## src/rtl/freelist_reader_pkg.sv

```systemverilog
// Shared RCU definitions used by the free-list read front end.
// Holds default widths and the rename request encoding.
package freelist_reader_pkg;

    localparam int DEF_PREG_WIDTH      = 6;
    localparam int DEF_FIFO_SIZE       = 32;
    localparam int DEF_FIFO_SIZE_WIDTH = 5;

    localparam logic [1:0] REQ_NONE = 2'b00;
    localparam logic [1:0] REQ_ONE  = 2'b01;
    localparam logic [1:0] REQ_TWO  = 2'b11;

endpackage

```

## src/rtl/freelist_hold_buf.sv

```systemverilog
// Two-entry packed prefetch register for free physical-register IDs.
// Consumed entries shift out at index 0; popped words fill the free tail.
module freelist_hold_buf #(
    parameter int W = 6
) (
    input  logic         clk,
    input  logic         rst,
    input  logic [1:0]   cons,
    input  logic [1:0]   pop,
    input  logic [W-1:0] d0,
    input  logic [W-1:0] d1,
    output logic [W-1:0] buf0,
    output logic [W-1:0] buf1,
    output logic [1:0]   bcnt
);

    logic [1:0] r;

    assign r = bcnt - cons;

    always_ff @(posedge clk) begin
        if (rst) begin
            buf0 <= '0;
            buf1 <= '0;
            bcnt <= '0;
        end else begin
            case (r)
                2'd0: begin
                    if (pop != 2'd0) buf0 <= d0;
                    if (pop == 2'd2) buf1 <= d1;
                end
                2'd1: begin
                    // the survivor is buf1 only when one of two was taken
                    if (cons != 2'd0) buf0 <= buf1;
                    if (pop != 2'd0) buf1 <= d0;
                end
                default: ;
            endcase
            bcnt <= r + pop;
        end
    end

endmodule

```

## src/rtl/freelist_reader.sv

```systemverilog
// Free-list read front end: prefetches up to two pregs per cycle and
// grants rename requests atomically from the registered buffer.
module freelist_reader
    import freelist_reader_pkg::*;
#(
    parameter int PREG_WIDTH      = DEF_PREG_WIDTH,
    parameter int FIFO_SIZE       = DEF_FIFO_SIZE,
    parameter int FIFO_SIZE_WIDTH = DEF_FIFO_SIZE_WIDTH
) (
    input  logic                     clk,
    input  logic                     rst,
    input  logic                     req_first_i,
    input  logic                     req_second_i,
    output logic                     alloc_gnt_o,
    output logic [PREG_WIDTH-1:0]    alloc_preg_first_o,
    output logic [PREG_WIDTH-1:0]    alloc_preg_second_o,
    output logic [1:0]               alloc_avail_o,
    input  logic [PREG_WIDTH-1:0]    fifo_rdata_first_i,
    input  logic [PREG_WIDTH-1:0]    fifo_rdata_second_i,
    input  logic [FIFO_SIZE_WIDTH:0] fifo_num_i,
    output logic                     fifo_rd_first_en_o,
    output logic                     fifo_rd_second_en_o
);

    localparam int NW = FIFO_SIZE_WIDTH + 1;

    logic [1:0] req;
    logic [1:0] bcnt;
    logic [1:0] c;
    logic [1:0] r;
    logic [1:0] n;
    logic [1:0] p;

    assign req = {req_second_i, req_first_i};

    always_comb begin
        c = 2'd0;
        if (!rst) begin
            unique case (1'b1)
                (req == REQ_ONE && bcnt != 2'd0): c = 2'd1;
                (req == REQ_TWO && bcnt == 2'd2): c = 2'd2;
                default:                          c = 2'd0;
            endcase
        end
    end

    // fifo_num_i < n implies it is 0 or 1, so its low bits are exact
    always_comb begin
        r = bcnt - c;
        n = 2'd2 - r;
        p = 2'd0;
        if (!rst) begin
            if (fifo_num_i >= NW'(n)) p = n;
            else                      p = fifo_num_i[1:0];
        end
    end

    freelist_hold_buf #(
        .W (PREG_WIDTH)
    ) u_hold (
        .clk  (clk),
        .rst  (rst),
        .cons (c),
        .pop  (p),
        .d0   (fifo_rdata_first_i),
        .d1   (fifo_rdata_second_i),
        .buf0 (alloc_preg_first_o),
        .buf1 (alloc_preg_second_o),
        .bcnt (bcnt)
    );

    assign alloc_gnt_o         = (c != 2'd0);
    assign alloc_avail_o       = {bcnt == 2'd2, bcnt != 2'd0};
    assign fifo_rd_first_en_o  = (p != 2'd0);
    assign fifo_rd_second_en_o = (p == 2'd2);

    a_req_legal: assert property (
        @(posedge clk) disable iff (rst) !(req_second_i && !req_first_i)
    );

    a_no_underflow: assert property (
        @(posedge clk) disable iff (rst) NW'(p) <= fifo_num_i
    );

endmodule

```

## config.mk

```make
export PLATFORM = sky130hd
export DESIGN_NAME = freelist_reader
export DESIGN_NICKNAME = d
export VERILOG_FILES = /design/src/rtl/freelist_reader_pkg.sv /design/src/rtl/freelist_hold_buf.sv /design/src/rtl/freelist_reader.sv
export SDC_FILE = /design/constraint.sdc
export NUM_CORES = 1
export LEC_CHECK = 0
export ABC_CLOCK_PERIOD_IN_PS = 9230
export CORE_MARGIN = 4
export CORE_UTILIZATION = 45
export DETAILED_ROUTE_END_ITERATION = 7
export PLACE_DENSITY = 0.82
export SLEW_MARGIN = 15
export SYNTH_ARGS = -nofsm -noshare
export SYNTH_HDL_FRONTEND = slang
export SYNTH_SLANG_ARGS = --single-unit
```

## constraint.sdc

```tcl
create_clock -name clk -period 9.23 [get_ports clk]
set_clock_uncertainty 0.1 [all_clocks]
set_input_delay 1.3845 -clock clk [delete_from_list [all_inputs] [get_ports clk]]
set_output_delay 1.3845 -clock clk [all_outputs]
set_load 0.03 [all_outputs]
```

Run 1, clock routing:
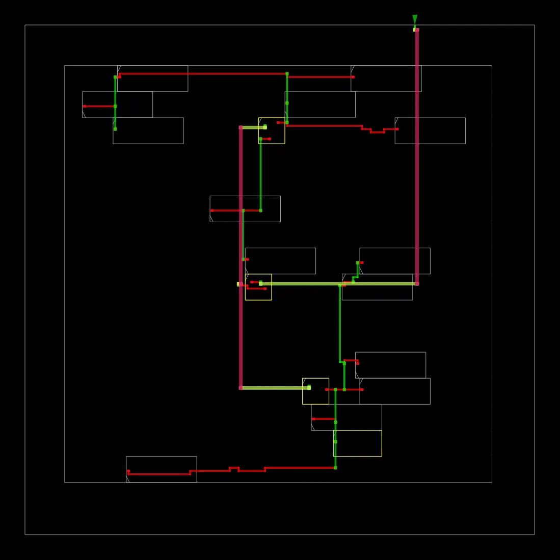
Skew-Pair Late Insertion Delay: 0.28 ns
power in the clock group: 45.4 uW
number of buffers created by CTS: 3
clock buffers: 4
Sink Count: 14

Run 1, wiring heat map:
Bar = 20 um. The die is cut into 11 by 11 equal tiles; dark blue is low, red is high, scaled to the fullest tile. Values are wire area over tile area, all layers added.
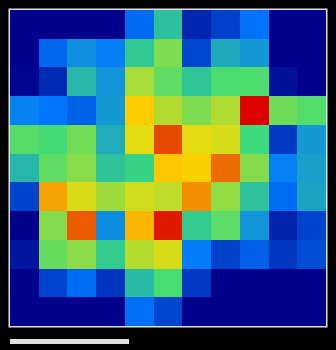
- densest ninth of the die: centre
- fullest tile: 0.42
- nearly empty tiles: 22%
- tiles over half the peak: 35%
- mean over tiles: 0.15

Run 1, pin placement:
Bar = 20 um. Pins as bars across the die edge, other pins in grey.
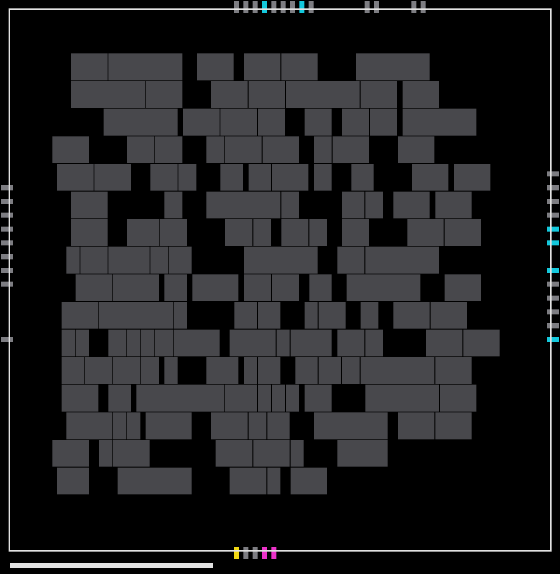
- yellow: `req_second_i` (pins 1; direction input; edge bottom)
- magenta: `alloc_avail_o` (pins 2; direction output; edge bottom)
- cyan: `alloc_preg_second_o` (pins 6; direction output; edge 4 right, 2 top)

Run 1, signal wires on met1:
Bar = 20 um.
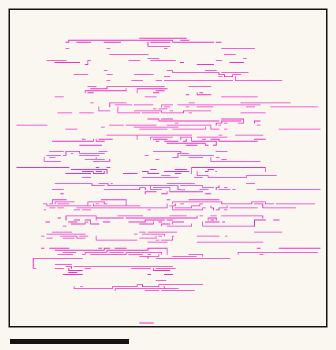
- share of all routed wire: 43%
- wire length on this layer: 1100 um
- longest straight run: 17.5 um
- nets with wire on the layer: 154

==> flow_summary.toml, run 1 <==
# implementation run metrics
[run_status]
run_status = "finished clean"

[yosys]
synth.yosys.warnings = 0
synthesis.nets = 133
adder_share = 0.0816
synthArstFlopShare = 0
yosys-mux-area-fraction = 0.0871
yosys-stat-cells = 105
yosys.area_share.simple = 0.122
ys_top_logic_family = "AND-OR/OR-AND gates"
count_of_flip_flops_with_a_built_in_enable_after_synthesis = 0
syn_avg_cell_area_um2 = 8.76
ff_type = "sky130_fd_sc_hd__dfxtp_1"

[timing]
relSlewSlack = 0.601
final_period_minus_worst_setup_slack_ns = 7.01
tightest_slew_ns = 0.581
maxClockFrequency_mhz = 143
finalSetupViolCount = 0
final.setup.tns_ns = 0

[routing]
post_route_antenna_net_violation_count = 0
dr.first_iter.drc_count = 8
drc_errors = 0
detail_route.vias_per_cell = 5.58

[global_route]
total_routing_resource_utilization_after_global_routing = 0.198
number_of_global_route_vias_before_repair = 924
grt_overflow_total = 0

[setup_path]
rr_startpoint = "u_hold.bcnt[0]"
worstPathRequired_ns = 7.75
setup.worst_path.start = "rst"
cp.arrival_ns = 5.53
crit_fanout = 16

[run]
log.warning_count = 27

[place]
numPortBuffers = 38
post-dp-hpwl_um = 2070
gp_congestion = 0.755

[floorplanning]
top_level_ports = 39
floorplan.rows = 16

[cts]
cts_setup_buffers = 0
clock_edge_transition_at_the_registers_on_the_reported_setup_and_hold_paths_ns = 0.09
cells_resized_by_post_cts_repair = 0
clockRootBuffer = "sky130_fd_sc_hd__clkbuf_4"

[worst_hold_path]
hold_sp = "u_hold.buf0[3]"
worstHoldPathType = "reg2reg"

[pwr]
pwr-share-clk = 0.097
switching_share = 0.481
power.switching_uw = 226
power_frac_comb = 0.700
run 1: path summary, 6_finish.rpt:
check | endpoint | slack, ns | cells past startpoint
worst max-delay path | fifo_rd_first_en_o | 2.22 | 13
worst min-delay path | u_hold.buf0[3] | 0.37 | 1
worst max register to register | u_hold.bcnt[1] | 5.22 | 15
worst min register to register | u_hold.buf0[3] | 0.37 | 1
run 1: registers in the layout (all words and copies together), names as in the netlist:
register     flops
u_hold.bcnt      2
u_hold.buf1      6
u_hold.buf0      6
run 1: through the flow:
step	hold slack, ns	util	instances	setup WS (ns)	area (um^2)
finish	0.374	0.701	172	2.22	1360
global route	0.407	0.701	172	1.89	1360
CTS	0.378	0.701	172	2.25	1360
detailed placement	0.357	0.682	168	2.26	1330
global placement	0.350	0.682	168	2.38	1330
floorplan	0.533	-	105	3.40	920
run 1: cells in the mapped netlist (2+ instances only):
library cell / number
sky130_fd_sc_hd__nor2b_1: 2
sky130_fd_sc_hd__ha_1: 6
sky130_fd_sc_hd__o21ai_1: 6
sky130_fd_sc_hd__a31oi_1: 2
sky130_fd_sc_hd__o22ai_1: 6
sky130_fd_sc_hd__o21a_1: 6
sky130_fd_sc_hd__dfxtp_1: 14
sky130_fd_sc_hd__a21oi_1: 9
sky130_fd_sc_hd__inv_1: 7
sky130_fd_sc_hd__o211ai_1: 7
sky130_fd_sc_hd__nand2_1: 3
sky130_fd_sc_hd__or2_2: 2
sky130_fd_sc_hd__nand2b_1: 2
sky130_fd_sc_hd__a211oi_1: 2
sky130_fd_sc_hd__mux2i_1: 8
sky130_fd_sc_hd__nor2_1: 8
run 1: area by class of cell:
class | instances | area share
flip-flops and latches | 14 | 0.206
repair buffers | 38 | 0.279
clock buffers | 4 | 0.0267
inverters | 7 | 0.0193
multi-input cells | 82 | 0.444
well taps | 27 | 0.0248
run 1: routing by layer:
layer / vias up / part of all wire / GRT usage
met5: - / 0 / 0
met4: 0 / 0.021 / 0.0894
met3: 5 / 0.058 / 0.0394
met2: 32 / 0.49 / 0.333
met1: 447 / 0.43 / 0.239
li1: 476 / - / -
run 1: power by group through the flow:
stage,clock [uW],combinational [uW],sequential [uW]
6_report,45.4,329,95.8
5_1_grt,49.5,361,98.6
4_1_cts,45.9,330,95.7
3_5_place_dp,0,329,97.2
3_3_place_gp,0,321,95.5
2_1_floorplan,0,197,126
run 1: worst max-delay path: stages:
cell and delay, ns:
sky130_fd_sc_hd__clkdlybuf4s50_1 0.70, sky130_fd_sc_hd__nor2b_1 0.32, sky130_fd_sc_hd__nand2_1 0.11, sky130_fd_sc_hd__nor2_1 0.10, sky130_fd_sc_hd__ha_1 0.19, sky130_fd_sc_hd__xor2_1 0.21, sky130_fd_sc_hd__ha_1 0.32, sky130_fd_sc_hd__ha_1 0.20
sky130_fd_sc_hd__or4_4 0.56, sky130_fd_sc_hd__a211oi_4 0.41, sky130_fd_sc_hd__nor2_1 0.09, sky130_fd_sc_hd__a211oi_1 0.22, sky130_fd_sc_hd__clkdlybuf4s50_1 0.72
==> run 2: changes to the inputs <==
--- a/config.mk
+++ b/config.mk
@@ -5,11 +5,11 @@
 export SDC_FILE = /design/constraint.sdc
 export NUM_CORES = 1
 export LEC_CHECK = 0
-export ABC_CLOCK_PERIOD_IN_PS = 9230
+export ABC_CLOCK_PERIOD_IN_PS = 7050
 export CORE_MARGIN = 4
-export CORE_UTILIZATION = 45
+export CORE_UTILIZATION = 42
 export DETAILED_ROUTE_END_ITERATION = 7
-export PLACE_DENSITY = 0.82
+export PLACE_DENSITY = 0.77
 export SLEW_MARGIN = 15
 export SYNTH_ARGS = -nofsm -noshare
 export SYNTH_HDL_FRONTEND = slang
==> constraint.sdc (replaced) <==
create_clock -name clk -period 7.05 [get_ports clk]
set_clock_uncertainty 0.1 [all_clocks]
set_input_delay 1.0575 -clock clk [delete_from_list [all_inputs] [get_ports clk]]
set_output_delay 1.0575 -clock clk [all_outputs]
set_load 0.03 [all_outputs]
Run 2, sequential cells coloured by netlist name:
Bar = 20 um.
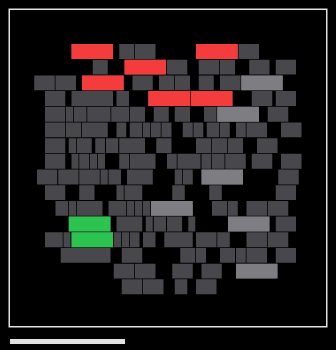
- green: `u_hold.bcnt` (placed flops 2)
- red: `u_hold.buf0` (placed flops 6; where top centre)

==> run 2 against run 1 <==
Register-to-register slack got worse by 2.2 ns. Wire length shrank 6.1%. Setup slack lost 1.5 ns. Clock power increased by 29%. Clock-buffer cell count unchanged. Critical path depth stayed put. Global-route usage down 1.6 points. Sequential share of layout area stayed put. Worst hold slack got worse by 0.0038 ns. Total power grew 30%.
==> flow_summary.toml, run 2 <==
# implementation run metrics
[run_status]
run_status = "finished clean"

[place]
post-dp-hpwl_um = 1890
numPortBuffers = 38
gp_congestion = 0.883

[cts]
cts-buffers-inserted = 3
clockRootBuffer = "sky130_fd_sc_hd__clkbuf_4"
cells_resized_by_post_cts_repair = 0
clock_latency_ns = 0.28
clock_edge_transition_at_the_registers_on_the_reported_setup_and_hold_paths_ns = 0.09

[setup_path]
max_stage_delay_on_crit_path_ns = 0.72
path_cells = "clkdlybuf4s50_1 > nor2b_1 > nand2_1 > nor2_1 > ha_1 > xor2_1 > ha_1 > ha_1 > or4_4 > a211oi_4 > nor2_1 > a211oi_1 > clkdlybuf4s50_1"
cpMaxStageDelayCell = "sky130_fd_sc_hd__clkdlybuf4s50_1"
critical_path.endpoint = "fifo_rd_first_en_o"
cp.arrival_ns = 5.16
setup.worst_path.start = "rst"
rr_startpoint = "u_hold.bcnt[0]"
crit_fanout = 16
reg_to_reg_endpoint = "u_hold.bcnt[1]"
crit_family = "buffers and inverters"

[pwr]
power_frac_comb = 0.702
pwr-share-clk = 0.096
power.switching_uw = 293
switching_share = 0.479

[timing]
tightest_slew_ns = 0.604
maxClockFrequency_mhz = 158
relSlewSlack = 0.586
finalSetupViolCount = 0

[worst_hold_path]
worstHoldPathType = "reg2reg"

[yosys]
synthMostInstantiatedCell = "sky130_fd_sc_hd__dfxtp_1"
synth.yosys.warnings = 0
ff_type = "sky130_fd_sc_hd__dfxtp_1"
synthArstFlopShare = 0
syn_avg_cell_area_um2 = 8.76
synthesis.nets = 133
yosys-stat-cells = 105

[floorplanning]
top_level_ports = 39
floorplan.rows = 16

[final_layout]
largest_registers = "u_hold.buf0 (6), u_hold.buf1 (6), u_hold.bcnt (2)"

[global_route]
total_routing_resource_utilization_after_global_routing = 0.182
Run 2, signal wires on met1:
Bar = 20 um.
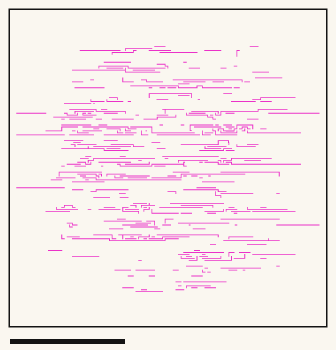
- longest straight run: 14.7 um
- wire length on this layer: 1030 um
- nets with wire on the layer: 144
- share of all routed wire: 43%

run 2: area by class of cell:
type / instances / area, um^2
repair buffers: 38 / 380
multi-input cells: 82 / 604
well taps: 27 / 33.8
fillers: 165 / 661
inverters: 7 / 26.3
clock buffers: 4 / 36.3
flip-flops and latches: 14 / 280
run 2: power groups by stage:
stage	clock (uW)	sequential, uW	combinational (uW)
floorplan	0	165	258
global placement	0	124	421
detailed placement	0	126	429
CTS	58.9	124	432
global route	62.0	127	476
finish	58.6	124	430
run 2: routing by layer:
metal / GRT usage / share of wire / vias up
met2: 0.307 / 0.48 / 45
met4: 0.0747 / 0 / 0
met5: 0 / 0 / -
met1: 0.221 / 0.43 / 424
met3: 0.0381 / 0.088 / 0
li1: - / - / 475
run 2: worst min path at each step:
| stage | endpoint | cells after the start | from | slack, ns |
|---|---|---|---|---|
| after floorplan | u_hold.buf1[0] | 2 | u_hold.buf1[0] | 0.53 |
| after global placement | u_hold.buf0[1] | 1 | u_hold.buf0[1] | 0.35 |
| after detailed placement | u_hold.buf0[0] | 1 | u_hold.buf0[0] | 0.35 |
| after CTS | u_hold.buf0[1] | 1 | u_hold.buf0[1] | 0.37 |
| after global routing | u_hold.buf0[5] | 1 | u_hold.buf0[5] | 0.40 |
| final | u_hold.buf0[5] | 1 | u_hold.buf0[5] | 0.37 |
run 2: through the flow:
stage | setup slack, ns | cells | instance area, um^2 | hold slack (ns)
floorplan | 1.87 | 105 | 920 | 0.533
global placement | 0.885 | 168 | 1330 | 0.351
detailed placement | 0.776 | 168 | 1330 | 0.354
CTS | 0.738 | 172 | 1360 | 0.374
global route | 0.415 | 172 | 1360 | 0.398
finish | 0.730 | 172 | 1360 | 0.371
run 2: logic make-up (layout without fill, tap and decap cells):
kind of cell,Yosys count,after routing
flops,14,14
simple gates,21,21
fa+ha+maj,6,6
mux,8,8
compound gates,44,44
buf+inv,9,49
xor+xnor,3,3
==> run 3: changes to the inputs <==
==> constraint.sdc (replaced) <==
create_clock -name clk -period 7.05 [get_ports clk]
set_clock_uncertainty 0.1 [all_clocks]
set_input_delay 0.705 -clock clk [delete_from_list [all_inputs] [get_ports clk]]
set_output_delay 0.705 -clock clk [all_outputs]
set_load 0.03 [all_outputs]
Run 3, signal wires on met1:
Bar = 20 um.
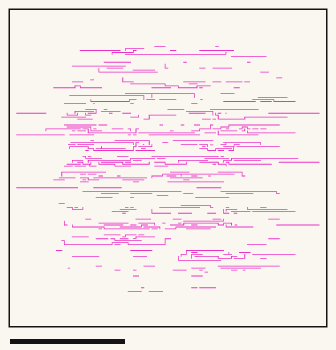
- wire length on this layer: 1040 um
- main direction: horizontal
- share of all routed wire: 44%
- nets with wire on the layer: 150
- longest straight run: 17.4 um

==> run 3 against run 2 <==
Critical path depth is the same. Largest cell class unchanged. Highest routed layer is now met4. Fmax grew 13%. Sequential share of layout area is the same. Combinational power is essentially flat. Global-route usage shrank 0.68 points. Non-clock buffer count is the same. First-iteration DRC count shrank 50%. Worst hold slack gained 0.0016 ns. Final area is the same.
==> flow_summary.toml, run 3 <==
# implementation run metrics
[run_status]
run_status = "finished clean"

[final_layout]
logic_area_um2 = 604
filler_cells = 178
seqCellArea_um2 = 280
largest_registers = "u_hold.buf0 (6), u_hold.buf1 (6), u_hold.bcnt (2)"

[worst_hold_path]
worstHoldPathType = "reg2reg"

[yosys]
ff_type = "sky130_fd_sc_hd__dfxtp_1"
synthesis.nets = 133
synthArstFlopShare = 0
yosys-stat-cells = 105
synth.yosys.warnings = 0

[place]
gp_congestion = 0.882
place_area_um2 = 1330
post-dp-hpwl_um = 1930
numPortBuffers = 38

[timing]
maxClockFrequency_mhz = 178
tightest_slew_ns = 0.598
finalSetupViolCount = 0

[floorplanning]
top_level_ports = 39
floorplan.rows = 16

[setup_path]
cp.arrival_ns = 4.81
max_stage_delay_on_crit_path_ns = 0.72

[cts]
cells_resized_by_post_cts_repair = 0
Run 3, wiring heat map:
Bar = 20 um. The die is cut into 11 by 11 equal tiles; dark blue is low, red is high, scaled to the fullest tile. Values are wire area over tile area, all layers added.
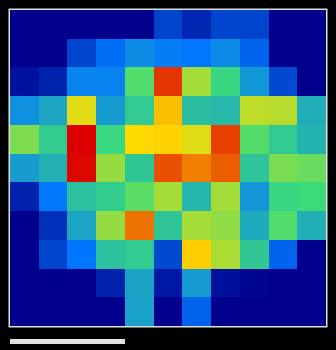
- emptiest ninth of the die: lower left
- tiles over half the peak: 26%
- mean over tiles: 0.13
- densest ninth of the die: centre
- nearly empty tiles: 25%
- fullest tile: 0.39

run 3: final cells by class:
cell class                 instances  area share
tap                               27      0.0248
inverter                           7      0.0193
sequential                        14       0.206
timing repair buffer              38       0.279
multi-input combinational         82       0.444
clock buffer                       4      0.0267
run 3: per-stage QoR:
step	hold WS, ns	instances	worst slack, ns
2_1_floorplan	0.533	105	2.58
3_3_place_gp	0.351	168	1.59
3_5_place_dp	0.354	168	1.46
4_1_cts	0.375	172	1.44
5_1_grt	0.401	172	1.17
6_report	0.372	172	1.43
run 3: where the power goes:
| group | switching [uW] | internal, uW |
|---|---|---|
| clock network | 27.7 | 31.4 |
| registers | 16.4 | 108 |
| logic | 247 | 180 |
run 3: kinds of logic (layout without fill, tap and decap cells):
| group | count (synthesis) | after routing | share of synthesized area |
|---|---|---|---|
| compound gates | 44 | 44 | 0.321 |
| simple gates | 21 | 21 | 0.122 |
| flops | 14 | 14 | 0.305 |
| buf+inv | 9 | 49 | 0.0381 |
| mux | 8 | 8 | 0.0871 |
| fa+ha+maj | 6 | 6 | 0.0816 |
| xor+xnor | 3 | 3 | 0.0449 |
run 3: metal layers:
layer / track usage / vias up / wire (um)
met5: 0 / - / 0
met4: 0.0622 / 0 / 31
met3: 0.0381 / 5 / 182
met2: 0.303 / 38 / 1120
met1: 0.210 / 412 / 1040
li1: - / 475 / -
run 3: worst paths after layout:
check	slack [ns]	start	depth (start not counted)	end
setup / recovery	1.43	rst	13	fifo_rd_first_en_o
hold / removal	0.37	u_hold.buf0[1]	1	u_hold.buf0[1]
setup reg to reg	3.05	u_hold.bcnt[0]	15	u_hold.bcnt[1]
hold reg to reg	0.37	u_hold.buf0[1]	1	u_hold.buf0[1]
run 3: critical path, delay by kind of cell:
kind                     cells  cell delay [ns]
buffers and inverters        2             1.39
XOR/XNOR                     1             0.21
AND/OR/NAND/NOR              5             1.17
adder cells (fa/ha/maj)      3             0.71
AND-OR/OR-AND                2             0.64
Power is estimated from default activity; no workload was simulated.
